==> config.mk <==
export PLATFORM = sky130hd
export DESIGN_NAME = dm_arbiter_flat
export DESIGN_NICKNAME = d
export VERILOG_FILES = /design/src/rtl/dm_arb_pkg.sv /design/src/rtl/dm_arbiter_if.sv /design/src/rtl/dm_arb_rr.sv /design/src/rtl/dm_arbiter.sv /design/src/flat_wrapper.sv
export SDC_FILE = /design/constraint.sdc
export NUM_CORES = 1
export LEC_CHECK = 0
export ABC_AREA = 1
export CORE_MARGIN = 5
export CORE_UTILIZATION = 42
export DETAILED_ROUTE_END_ITERATION = 12
export PLACE_DENSITY_LB_ADDON = 0.12
export SLEW_MARGIN = 20
export SYNTH_ARGS = -nofsm -noshare
export SYNTH_HDL_FRONTEND = slang
export SYNTH_SLANG_ARGS = --single-unit
==> constraint.sdc <==
create_clock -name clk -period 3.1 [get_ports clk]
set_clock_uncertainty 0.15 [all_clocks]
set_input_delay 0.93 -clock clk [delete_from_list [all_inputs] [get_ports clk]]
set_output_delay 0.93 -clock clk [all_outputs]
set_load 0.05 [all_outputs]
### Wires at chosen ports, followed through buffers

Bar = 50 µm.
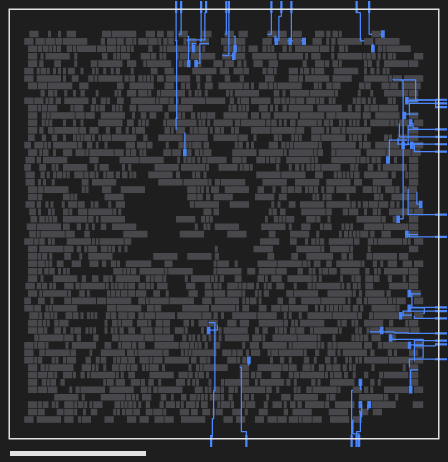
port	color	bits	direction	edge	end cells	wire
bus_m_RD	blue	32	input	16 right, 11 top, 5 bottom	32	746 µm
# IOs: 373
Buffers on Ports: 366

### M1 wires

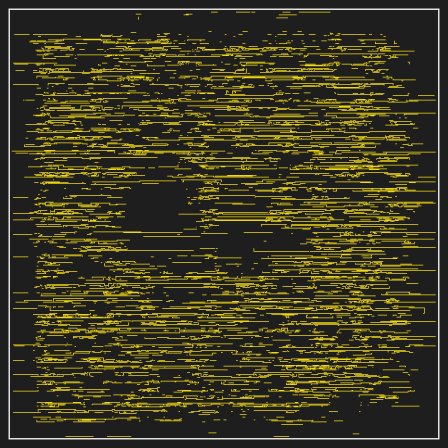
longest straight run	41.4 µm
share of all routed wire	40%
nets with wire on the layer	1607
met1 Use GR: 0.3183
DRT Wirelength: 33250 µm
Via Count: 9605

### Where the registers sit

Other sequential cells in the stronger gray, the rest of the logic in the fainter gray.
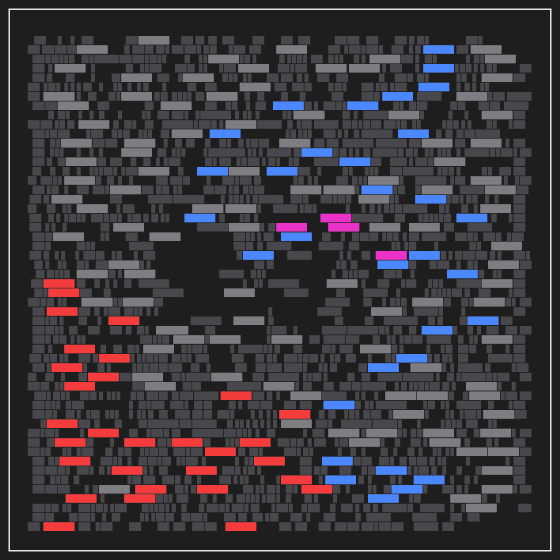
netlist name	color	flops
u_core.addr_q	red	30
u_core.wdata_q	blue	32
u_core.be_q	magenta	4
not colored	104
flop share of the area: 0.2966
post-route core utilization: 0.6782
P_seq: 0.00343 W
register area: 4255 µm²

### Clock distribution

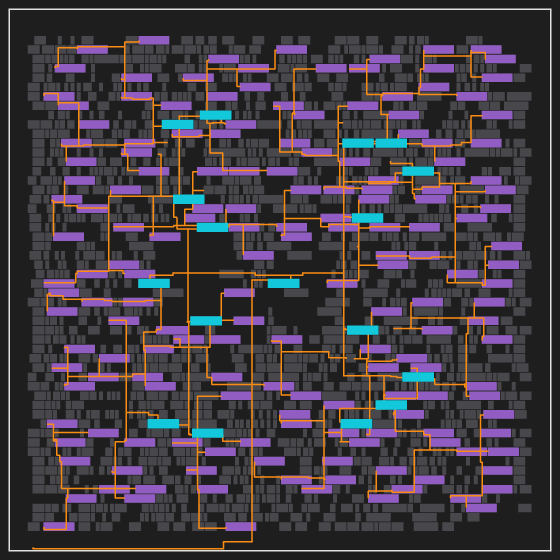
[flip-flops] purple | count: 170
[clock-net drivers] cyan | count: 17
[clock wires] orange | length: 2350 µm
flops lie	spread over the die
routed clock nets	18
Clock Power Share: 0.164
clk latency late pin: 0.43 ns

### Track usage over the die

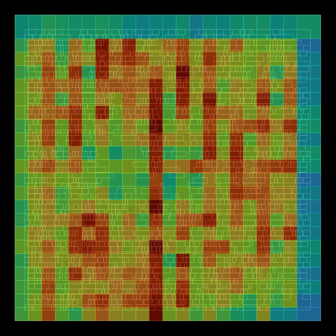
M3 GR Usage: 0.07286
met2 Use GR: 0.4364

==> results.cfg <==
; synthesis and place-and-route metrics
[cts]
clock_path_buffers = 2
cts.reportedPaths.clkPinSlew_ns = 0.07
cts_max_level = 4
cts_tree = built
clock-sinks = 170

[flow_run]
maxCapViolCount = 0

[outcome]
status = finished with violations
failed_checks = negative setup slack

[power]
total_power_w = 0.01272
ir_drop_v = 0.0007316
pwr_density_cell_nw_per_um2 = 886.4
power.static_leakage_nw = 6.896

[final_timing]
finalCriticalPeriod_ns = 3.258
setup_viol = 35
relSlewSlack = 0.5346
fin_ws_ns = -0.1581
fmax_ghz = 0.3069
hold_viol = 0
finalMaxSlewViolations = 0
hold_slack_ns = 0.2673

[synth]
ys_cells = 1255
synth_top_area_share = 0.4658
numSynthFlops = 170
yosys_warnings = 0
syn_avg_cell_area_um2 = 7.235
ys_async_sr_fraction = 1.000
area_leaders = dfrtp_1 (47%), nand2_1 (10%), nor2_1 (7.4%)
synth_seq_share = 0.4687
ys_types = 25
netlist_area_um2 = 9080

[place]
pre_cts_ws_ns = 0.01469

[worst_setup_path]
end_kind = output pin
r2r_cells = 22
r2r_slack_ns = 0

[global_route]
grt_max_degree = 100
grt_pass1_vias = 9426
grt_pass1_wl_um = 50430

[finish]
area_delta_synth_final_pct = 58.01
fin_nets = 1839
fillers = 1800
lay_top_cells = clkdlybuf4s50_1 (266), nand2_1 (246), nor2_1 (177), dfrtp_1 (169), inv_1 (167)

[worst_hold_path]
hold_class = reg2reg

[die]
die_area_um2 = 24660
chipWidth_um = 157.0
die_h_um = 157.0
rows = 53
core_um2 = 21150
fp_util = 0.4292

[detailed_routing]
antenna_left = 0
drt_iter0_drc = 597
synthesized netlist by cell type (4+ instances only):
library cell  number
buf_1              8
nand3_1          109
ha_1               4
a21oi_1           33
nand2_1          248
a31oi_1           99
o21ai_1            8
inv_1            168
nand4_1           35
buf_4              4
o21ai_0           90
clkbuf_1          57
buf_2             31
nor2_1           180
dfrtp_1          169
stage by stage:
| stage | utilization | area [µm²] | TNS (ns) |
|---|---|---|---|
| 6_report | 0.6782 | 14350 | -3.902 |
| 3_3_place_gp | 0.6341 | 13410 | 0 |
| 3_5_place_dp | 0.6341 | 13410 | 0 |
| 2_1_floorplan | - | 9189 | 0 |
| 5_1_grt | 0.6781 | 14350 | -8.768 |
| 4_1_cts | 0.6707 | 14190 | -2.837 |
layer usage:
layer | GRT usage | vias up | routed length [µm]
li1 | - | 4728 | -
met1 | 0.3183 | 4477 | 13240
met2 | 0.4364 | 352 | 16440
met3 | 0.07286 | 48 | 2795
met4 | 0.09750 | 0 | 781
met5 | 0 | - | 0
critical path, cell delays in order (launching register included):
cell	delay (ns)
dfrtp_1	0.40
nor2_1	0.11
nand2_1	0.11
nor2_2	0.18
nand3_2	0.14
clkinv_4	0.15
clkbuf_16	0.18
nand4_1	0.11
a21oi_2	0.19
buf_12	0.16
repair_timing:
action | in CTS | in global routing
endpoints found under the hold margin | 0 | 0
pin swaps | 4 | 12
hold buffers | 0 | 0
gates resized | 21 | 9
setup buffers | 16 | 4
gates cloned | 1 | 3
endpoints found under the setup margin | 38 | 40
kinds of logic (layout without fill, tap and decap cells):
family                     Yosys count  after routing  share of synthesized area
AOI/OAI and AO/OA                  231            231                     0.1412
adders and majority gates            4              4                   0.005512
DFF                                170            170                     0.4687
other                                1              7                  0.0004130
buffers and inverters              271            624                     0.1182
and+or+nand+nor                    578            578                     0.2659
area by class of cell:
| type | instances | area, µm² | area share |
|---|---|---|---|
| Clock buffer | 19 | 442.9 | 0.03087 |
| Inverter | 171 | 656.9 | 0.04578 |
| Clock inverter | 12 | 113.9 | 0.007936 |
| Multi-Input combinational cell | 815 | 3964 | 0.2763 |
| Antenna cell | 5 | 12.51 | 0.0008721 |
| Timing Repair Buffer | 422 | 4558 | 0.3177 |
| Tap cell | 275 | 344.1 | 0.02398 |
| Sequential cell | 170 | 4255 | 0.2966 |
power by group:
group | leakage [nW] | switching, W | total [W] | internal [W]
registers | 1.92 | 0.000480 | 0.00343 | 0.00295
clock network | 0.263 | 0.000957 | 0.00209 | 0.00113
logic | 4.71 | 0.00482 | 0.00720 | 0.00238
Power figures rest on the tool's default switching activity, not on a simulated workload.
